File: src/rtl/seq_alu_pkg.sv
// seq_alu_pkg: shared definitions for the sequential ALU.
//   - alu_op_e : 3-bit ALU opcodes as driven by the ALU controller.
//   - state_e  : seq_alu FSM state encoding (also visible on state_dbg).
package seq_alu_pkg;

    typedef enum logic [2:0] {
        ALU_ADD      = 3'd0,
        ALU_SUB      = 3'd1,
        ALU_AND      = 3'd2,
        ALU_OR       = 3'd3,
        ALU_SLT      = 3'd4,
        ALU_MULU     = 3'd5,
        ALU_DIVU     = 3'd6,
        ALU_DEACTIVE = 3'd7
    } alu_op_e;

    typedef enum logic [1:0] {
        S_IDLE = 2'd0,
        S_RUN  = 2'd1,
        S_DONE = 2'd2
    } state_e;

endpackage

File: src/rtl/seq_muldiv_core.sv
// seq_muldiv_core: iterative unsigned multiply / restoring divide datapath.
//   clk, rst_n  : clock, asynchronous active-low reset
//   load_i      : latch operands a_i/b_i, clear accumulator, counter = WIDTH
//   step_i      : perform one iteration (one product or quotient bit)
//   is_div_i    : mode captured at load (1 = divide, 0 = multiply)
//   a_i, b_i    : multiplier/multiplicand or dividend/divisor
//   lo_nxt_o    : next value of the lo register (low product / quotient)
//   hi_nxt_o    : next value of the hi part (high product / remainder)
//   last_o      : the current step is the final one
// The *_nxt_o outputs let the parent register the final answer on the same
// edge that performs the last iteration.
module seq_muldiv_core #(
    parameter int WIDTH = 32
) (
    input  logic             clk,
    input  logic             rst_n,
    input  logic             load_i,
    input  logic             step_i,
    input  logic             is_div_i,
    input  logic [WIDTH-1:0] a_i,
    input  logic [WIDTH-1:0] b_i,
    output logic [WIDTH-1:0] lo_nxt_o,
    output logic [WIDTH-1:0] hi_nxt_o,
    output logic             last_o
);

    localparam int CNT_W = $clog2(WIDTH) + 1;

    // acc_q: multiply upper half (bit WIDTH unused, kept 0) or the
    // WIDTH+1-bit remainder. lo_q: multiplier shifting out while product
    // bits shift in, or dividend shifting out while quotient bits shift in.
    logic [WIDTH:0]   acc_q, acc_d;
    logic [WIDTH-1:0] lo_q, lo_d;
    logic [WIDTH-1:0] opb_q, opb_d;
    logic [CNT_W-1:0] cnt_q, cnt_d;
    logic             mode_q, mode_d;

    logic [WIDTH:0]   sum;
    logic [WIDTH+1:0] rem_sh;
    logic [WIDTH+1:0] diff;

    always_comb begin
        acc_d  = acc_q;
        lo_d   = lo_q;
        opb_d  = opb_q;
        cnt_d  = cnt_q;
        mode_d = mode_q;
        sum    = '0;
        rem_sh = '0;
        diff   = '0;
        if (load_i) begin
            acc_d  = '0;
            lo_d   = a_i;
            opb_d  = b_i;
            cnt_d  = CNT_W'(WIDTH);
            mode_d = is_div_i;
        end else if (step_i) begin
            cnt_d = cnt_q - CNT_W'(1);
            if (mode_q) begin
                // Trial subtract one bit wider than the remainder so the
                // borrow lands in the MSB.
                rem_sh = {acc_q, lo_q[WIDTH-1]};
                diff   = rem_sh - {2'b00, opb_q};
                if (diff[WIDTH+1]) begin
                    acc_d = rem_sh[WIDTH:0];
                    lo_d  = {lo_q[WIDTH-2:0], 1'b0};
                end else begin
                    acc_d = diff[WIDTH:0];
                    lo_d  = {lo_q[WIDTH-2:0], 1'b1};
                end
            end else begin
                // Conditional add into the upper half, then shift
                // {carry,hi,lo} right by one.
                sum   = {1'b0, acc_q[WIDTH-1:0]} + (lo_q[0] ? {1'b0, opb_q} : '0);
                acc_d = {1'b0, sum[WIDTH:1]};
                lo_d  = {sum[0], lo_q[WIDTH-1:1]};
            end
        end
    end

    always_ff @(posedge clk or negedge rst_n) begin
        if (!rst_n) begin
            acc_q  <= '0;
            lo_q   <= '0;
            opb_q  <= '0;
            cnt_q  <= '0;
            mode_q <= 1'b0;
        end else begin
            acc_q  <= acc_d;
            lo_q   <= lo_d;
            opb_q  <= opb_d;
            cnt_q  <= cnt_d;
            mode_q <= mode_d;
        end
    end

    assign lo_nxt_o = lo_d;
    assign hi_nxt_o = acc_d[WIDTH-1:0];
    assign last_o   = step_i && (cnt_q == CNT_W'(1));

endmodule

File: src/rtl/seq_alu.sv
// seq_alu: registered ALU with single-cycle add/sub/and/or/slt/deactive and
// iterative unsigned multiply/divide behind a start/busy/done handshake.
//   clk, rst_n : clock, asynchronous active-low reset
//   start      : request strobe, sampled only in IDLE
//   op         : 3-bit opcode (alu_op_e)
//   a, b       : operands (dividend / divisor for divu)
//   result     : low product / quotient / single-cycle result
//   hi         : high product / remainder; 0 for single-cycle ops
//   zero       : registered (result == 0)
//   div0       : divu issued with b == 0
//   busy       : multi-cycle operation in progress
//   done       : one-cycle pulse, outputs valid
//   state_dbg  : current FSM state (state_e encoding)
// Handshake: a request is accepted on a rising edge where start=1 and the FSM
// is in IDLE; start in RUN or DONE is dropped. done pulses for exactly one
// cycle, after which result/hi/zero/div0 hold until the next acceptance.
module seq_alu #(
    parameter int WIDTH = 32
) (
    input  logic             clk,
    input  logic             rst_n,
    input  logic             start,
    input  logic [2:0]       op,
    input  logic [WIDTH-1:0] a,
    input  logic [WIDTH-1:0] b,
    output logic [WIDTH-1:0] result,
    output logic [WIDTH-1:0] hi,
    output logic             zero,
    output logic             div0,
    output logic             busy,
    output logic             done,
    output logic [1:0]       state_dbg
);

    import seq_alu_pkg::*;

    state_e           state_q, state_d;
    logic [WIDTH-1:0] result_q, result_d;
    logic [WIDTH-1:0] hi_q, hi_d;
    logic             zero_q, zero_d;
    logic             div0_q, div0_d;

    logic [WIDTH-1:0] alu_res;
    logic             core_load;
    logic             core_step;
    logic             core_last;
    logic [WIDTH-1:0] core_lo_nxt;
    logic [WIDTH-1:0] core_hi_nxt;

    seq_muldiv_core #(.WIDTH(WIDTH)) u_core (
        .clk      (clk),
        .rst_n    (rst_n),
        .load_i   (core_load),
        .step_i   (core_step),
        .is_div_i (op == ALU_DIVU),
        .a_i      (a),
        .b_i      (b),
        .lo_nxt_o (core_lo_nxt),
        .hi_nxt_o (core_hi_nxt),
        .last_o   (core_last)
    );

    // Single-cycle ALU.
    always_comb begin
        alu_res = '0;
        case (op)
            ALU_ADD: alu_res = a + b;
            ALU_SUB: alu_res = a + ~b + WIDTH'(1);
            ALU_AND: alu_res = a & b;
            ALU_OR:  alu_res = a | b;
            ALU_SLT: alu_res = {{(WIDTH-1){1'b0}}, ($signed(a) < $signed(b))};
            default: alu_res = '0;
        endcase
    end

    always_comb begin
        state_d   = state_q;
        result_d  = result_q;
        hi_d      = hi_q;
        zero_d    = zero_q;
        div0_d    = div0_q;
        core_load = 1'b0;
        core_step = 1'b0;
        case (state_q)
            S_IDLE: begin
                if (start) begin
                    div0_d = 1'b0;
                    if (op == ALU_MULU || (op == ALU_DIVU && b != '0)) begin
                        core_load = 1'b1;
                        state_d   = S_RUN;
                    end else if (op == ALU_DIVU) begin
                        result_d = '1;
                        hi_d     = a;
                        zero_d   = 1'b0;
                        div0_d   = 1'b1;
                        state_d  = S_DONE;
                    end else begin
                        result_d = alu_res;
                        hi_d     = '0;
                        zero_d   = (alu_res == '0);
                        state_d  = S_DONE;
                    end
                end
            end
            S_RUN: begin
                core_step = 1'b1;
                if (core_last) begin
                    result_d = core_lo_nxt;
                    hi_d     = core_hi_nxt;
                    zero_d   = (core_lo_nxt == '0);
                    state_d  = S_DONE;
                end
            end
            S_DONE:  state_d = S_IDLE;
            default: state_d = S_IDLE;
        endcase
    end

    always_ff @(posedge clk or negedge rst_n) begin
        if (!rst_n) begin
            state_q  <= S_IDLE;
            result_q <= '0;
            hi_q     <= '0;
            zero_q   <= 1'b0;
            div0_q   <= 1'b0;
        end else begin
            state_q  <= state_d;
            result_q <= result_d;
            hi_q     <= hi_d;
            zero_q   <= zero_d;
            div0_q   <= div0_d;
        end
    end

    assign result    = result_q;
    assign hi        = hi_q;
    assign zero      = zero_q;
    assign div0      = div0_q;
    assign busy      = (state_q == S_RUN);
    assign done      = (state_q == S_DONE);
    assign state_dbg = state_q;

endmodule

File: config.mk
export PLATFORM = sky130hd
export DESIGN_NAME = seq_alu
export DESIGN_NICKNAME = d
export VERILOG_FILES = /design/src/rtl/seq_alu_pkg.sv /design/src/rtl/seq_muldiv_core.sv /design/src/rtl/seq_alu.sv
export SDC_FILE = /design/constraint.sdc
export NUM_CORES = 1
export LEC_CHECK = 0
export ABC_AREA = 1
export ABC_CLOCK_PERIOD_IN_PS = 5600
export CAP_MARGIN = 20
export CORE_ASPECT_RATIO = 1.75
export CORE_UTILIZATION = 32
export DETAILED_ROUTE_END_ITERATION = 6
export PLACE_DENSITY = 0.57
export SETUP_SLACK_MARGIN = 0.2
export SYNTH_ARGS = -nofsm -noshare
export SYNTH_HDL_FRONTEND = slang
export SYNTH_SLANG_ARGS = --single-unit
File: constraint.sdc
create_clock -name clk -period 5.6 [get_ports clk]
set_input_delay 1.12 -clock clk [delete_from_list [all_inputs] [get_ports clk]]
set_output_delay 1.12 -clock clk [all_outputs]
set_load 0.005 [all_outputs]
Fig. 1: run 1, gate-type map
Scale: 1.5 px per um.
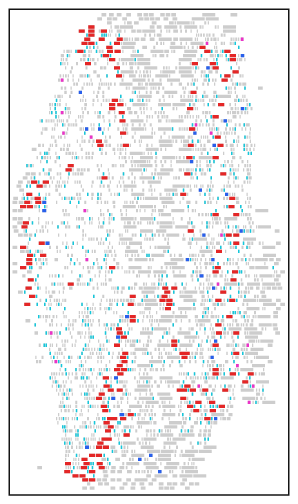
[inverters] cyan | cells: 450 | most used: inv_1 | where: widely spread
[AND-OR and OR-AND gates] blue | cells: 33 | most used: a21o_1
[AND and OR gates] magenta | cells: 19 | most used: or2_2 | where: widely spread
[adder and majority cells] red | cells: 181 | most used: ha_1 | where: widely spread

Fig. 2: run 1, close-up of the layout
Window x 78 to 108, y 146 to 176 um. Cells in grey, sequential cells in the stronger grey; small squares are vias.
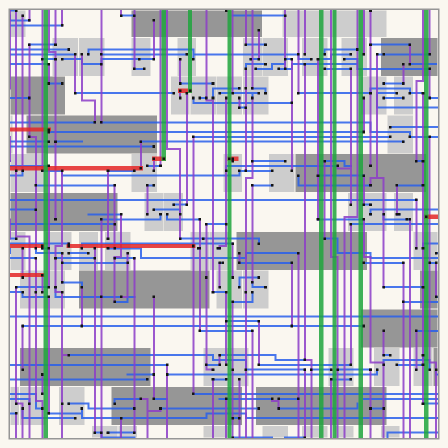
[metal 1] blue
[metal 3] red
[metal 4] green
[metal 2] purple
netlist names of flops here include: u_core.lo_q (6), result (3)
sequential cells in the window: 10
most frequent: o21ai_0 (15), dfrtp_1 (10), nand2_1 (8)
cells with their middle in the window: 52

Fig. 3: run 1, routed metal per tile
Scale: 1 px per um. The die is cut into 19 by 32 equal tiles; dark purple is low, yellow is high, scaled to the fullest tile. Values are wire area over tile area, all layers added.
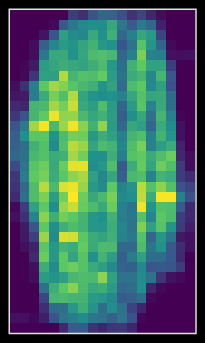
emptiest ninth of the die: bottom right
densest ninth of the die: middle
tiles over half the peak: 46%
mean over tiles: 0.24
nearly empty tiles: 16%
fullest tile: 0.58

==> metrics.cfg, run 1 <==
[outcome]
status = complete, no violations

[synthesis]
ys_ff = 172
synth_cell_types = 50
ys.flop_type = dfrtp_1
synthesis.instances = 3084
netlist.area_leader.share_pct = 22.9
synth_seq_share_pct = 22.9

[die]
rows = 117

[setup_path]
path_depth = 16
end_kind = flop
path_buffers = 4
slowest_delay_ns = 0.80

[routing]
via_per_inst = 5.32

[clocking]
ctsResizeCount = 0
post_cts_buffers = 0
clock-root-buffer = clkbuf_16
clk_pin_slew_ns = 0.06

[timing]
worst_slew_pin_slew_ns = 1.03
fin_skew_ns = 0.0228
final_max_slew_viol_count = 0

[global_routing]
grt_overflow_total = 0
grt_pass1_vias = 21400
grt_start_max_net_pins = 138

[run]
tool_warnings = 108

[power_and_ir_drop]
p_per_area_nw_per_um2 = 476
ir_drop_mv = 0.254

==> run 1: synthesized netlist by cell type (all sizes together), types with 11 or more instances <==
library cell,number
clkbuf,49
a21boi,13
or2,11
nor2,352
o21ai,256
nand3b,15
buf,61
a21o,19
nand3,247
nand2,815
o211ai,29
nor3,32
a21oi,226
a31oi,24
o22ai,11
inv,448
o21bai,21
xor2,11
xnor2,16
ha,177
dfrtp,172
nand4,30
==> run 1: routing by layer <==
layer	global-route usage (%)	part of all wire, %
met5	0	0
met1	30.9	37
met4	24.7	9.3
met3	1.83	3.4
met2	52.6	51
==> run 1: tightest hold or removal path: stages (launching register included) <==
cell and delay (ns):
dfrtp_1 0.34, nand2_1 0.05, nand2_1 0.06
==> run 1: layout make-up <==
class | count | area, um^2
inverter | 450 | 1690
multi-input combinational | 2352 | 12300
sequential | 172 | 4310
timing repair buffer | 190 | 1800
clock inverter | 3 | 20.0
fill | 6539 | 36300
tap | 773 | 967
antenna | 1 | 2.50
clock buffer | 29 | 671
==> run 1: cells by family after synthesis <==
kind of cell               after synthesis  synth area share [%]
adders and majority gates              181                  12.2
AOI/OAI and AO/OA                      630                  18.7
and+or+nand+nor                       1514                  33.2
xor gates and xnor gates                27                  1.26
buffers and inverters                  560                  11.7
DFF                                    172                  22.9
==> run 1: power by group <==
group	internal [mW]	switching (mW)
sequential	1.81	0.533
clock	0.837	0.567
combinational	2.31	4.31
total	4.96	5.41
==> run 1: path summary, 6_finish.rpt <==
check / start / end / slack, ns
max: op[2] / zero / 1.15
min: result[24] / result[24] / 0.48
max reg2reg: u_core.lo_q[0] / hi[20] / 1.73
min reg2reg: result[24] / result[24] / 0.48
max in group asynchronous: rst_n / u_core.acc_q[5] / 3.91
min in group asynchronous: rst_n / u_core.acc_q[29] / 0.66
==> run 1: flip-flops by register name, indices dropped and copies added, names as in the netlist <==
register and flops:
result 32, state_dbg 2, div0 1, u_core.mode_q 1, u_core.opb_q 32, u_core.acc_q 33
zero 1, hi 32, u_core.lo_q 32, u_core.cnt_q 6
==> run 1: through the flow <==
step / area (um^2) / hold WS, ns
detailed placement: 21100 / 0.465
CTS: 21800 / 0.481
floorplan: 18800 / 0.472
global route: 21800 / 0.514
global placement: 21100 / 0.465
finish: 21800 / 0.481
==> run 1: cells in the final DEF, fill, tap and decap left out, drive strengths merged, types with 9 or more instances in the layout <==
cell,Yosys,routed
clkdlybuf4s50,0,138
buf,61,51
or2,11,11
nand3,247,247
nand4,30,30
nor3,32,32
xnor2,16,16
nand2,815,815
o21bai,21,21
xor2,11,11
a31oi,24,24
a21o,19,19
nand3b,15,15
o211ai,29,29
o221ai,9,9
o22ai,11,11
inv,448,448
nor2,352,352
a21boi,13,13
ha,177,177
dfrtp,172,172
clkbuf,49,30
o21ai,256,256
a21oi,226,226
==> run 2, diff against run 1 <==
--- a/config.mk
+++ b/config.mk
@@ -6,7 +6,7 @@
 export NUM_CORES = 1
 export LEC_CHECK = 0
 export ABC_AREA = 1
-export ABC_CLOCK_PERIOD_IN_PS = 5600
+export ABC_CLOCK_PERIOD_IN_PS = 4600
 export CAP_MARGIN = 20
 export CORE_ASPECT_RATIO = 1.75
 export CORE_UTILIZATION = 32
==> constraint.sdc (replaced) <==
create_clock -name clk -period 4.6 [get_ports clk]
set_input_delay 0.92 -clock clk [delete_from_list [all_inputs] [get_ports clk]]
set_output_delay 0.92 -clock clk [all_outputs]
set_load 0.005 [all_outputs]
==> run 2 against run 1 <==
Die size is the same; clock power grew 14%; sequential power grew 21%; critical endpoint unchanged.
==> metrics.cfg, run 2 <==
[power_and_ir_drop]
ir_drop_mv = 0.338  ; was 0.254 mV

[outcome]
status = complete, no violations  ; unchanged

[cells_and_area]
layout_top_cells = 806 x nand2_1, 441 x inv_1, 350 x nor2_1  ; unchanged
top_register = u_core.acc_q  ; unchanged
layout_top_cell = nand2_1  ; unchanged

[setup_path]
timing.rr.start = u_core.lo_q[0]  ; unchanged
slowest_delay_ns = 0.54  ; was 0.80 ns
rrSetupSlack_ns = 0.70  ; was 1.73 ns
timing.rr.end = hi[22]  ; was hi[20]

[synthesis]
synth_cell_types = 50  ; unchanged
synth_seq_share_pct = 22.9  ; unchanged
netlist.area_leader.share_pct = 22.9  ; unchanged
synthTopCellsByCount = 808 x nand2_1, 443 x inv_1, 351 x nor2_1  ; unchanged
yosysMostFrequentCell = nand2_1  ; unchanged

[clocking]
clock-root-buffer = clkbuf_16  ; unchanged
clk_pin_slew_ns = 0.07  ; was 0.06 ns
ctsResizeCount = 0  ; unchanged
post_cts_buffers = 0  ; unchanged

[worst_hold_path]
hp-start = result[11]  ; was result[24]
holdPathEnd = result[11]  ; was result[24]

[global_routing]
grt_start_max_net_pins = 87  ; was 138
grt_overflow_total = 0  ; unchanged

[timing]
fin_skew_ns = 0.0159  ; was 0.0228 ns
final_max_slew_viol_count = 0  ; unchanged
worst_slew_pin_slew_ns = 0.936  ; was 1.03 ns

[run]
tool_warnings = 106  ; was 108

==> run 2: cell counts after synthesis <==
No cell type changed its count.
==> run 2: worst max-delay path by stage <==
stage	start	end	slack (ns)	depth (start not counted)
floorplan	a[0]	zero	1.62	22
CTS	a[0]	zero	0.57	24
global route	u_core.lo_q[0]	hi[22]	0.34	13
finish	a[0]	zero	0.55	24
detailed placement	a[0]	zero	0.09	24
global placement	a[0]	zero	0.09	24
==> run 2: final cells by class <==
cell class / count / area [um^2]
clock inverters: 12 / 161
multi-input cells: 2352 / 12300
fillers: 6463 / 35300
diodes: 1 / 2.50
inverters: 450 / 1690
flip-flops and latches: 172 / 4310
repair buffers: 327 / 2880
clock buffers: 20 / 457
well taps: 773 / 967
==> run 2: power by group <==
part,internal [mW],switching [mW],total [mW]
logic,3.01,5.33,8.34
registers,2.20,0.641,2.84
clock network,0.890,0.708,1.60
==> run 2: cell families (layout without fill, tap and decap cells) <==
| logic type | Yosys count | after routing | synth area share [%] |
|---|---|---|---|
| compound gates | 630 | 630 | 18.7 |
| buf+inv | 560 | 809 | 11.7 |
| xor+xnor | 27 | 27 | 1.26 |
| simple gates | 1514 | 1514 | 33.2 |
| fa+ha+maj | 181 | 181 | 12.2 |
| flops | 172 | 172 | 22.9 |
| other cells | 0 | 1 | 0 |
==> run 2: metrics by stage <==
| step | util (%) | worst slack (ns) | instances | instance area, um^2 | hold slack [ns] |
|---|---|---|---|---|---|
| final | 39.2 | 0.553 | 4107 | 22800 | 0.488 |
| after CTS | 39.2 | 0.566 | 4106 | 22800 | 0.489 |
| after detailed placement | 38.2 | 0.0908 | 4074 | 22200 | 0.471 |
| after global placement | 38.2 | 0.0877 | 4074 | 22200 | 0.466 |
| after global routing | 39.2 | 0.336 | 4107 | 22800 | 0.505 |
| after floorplan | - | 1.62 | 3084 | 18800 | 0.472 |
==> run 2: worst max-delay path, delay by kind of cell <==
family                   cells  cell delay (ns)
AND/OR/NAND/NOR             16             1.59
AND-OR/OR-AND                1             0.27
buffers and inverters        5             0.99
adder cells (fa/ha/maj)      2             0.67
==> run 2: metal layers <==
layer | vias up | global-route usage, % | share of wire, %
li1 | 10500 | - | -
met1 | 10200 | 31.9 | 35
met2 | 806 | 55.4 | 51
met3 | 304 | 2.80 | 4.6
met4 | 2 | 24.9 | 9.0
met5 | - | 0 | 0.051
Fig. 4: run 2, close-up of the layout
Window x 78 to 108, y 146 to 176 um. Cells in grey, sequential cells in the stronger grey; small squares are vias.
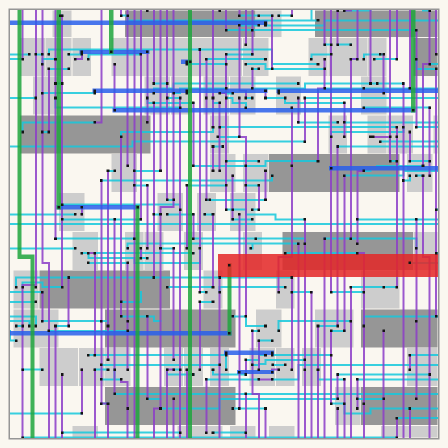
[metal 3] blue
[metal 5] red
[metal 1] cyan
[metal 4] green
[metal 2] purple
cells with their middle in the window: 63
most frequent: o21ai_0 (15), dfrtp_1 (10), nand2_1 (9)
netlist names of flops here include: u_core.lo_q (6), result (2), u_core.opb_q (2)
sequential cells in the window: 10

Fig. 5: run 2, placed standard cells
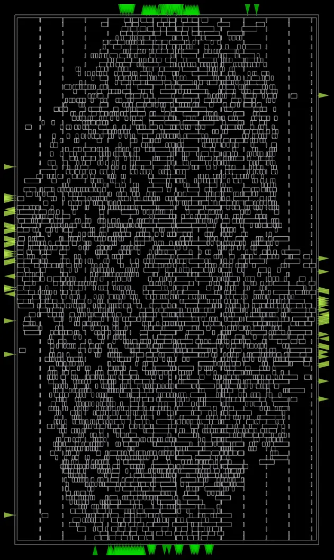
Core Util, Final: 39.2%
CORE AREA: 58100 um^2

No activity file was given, so power comes from the tool's default toggle rates.
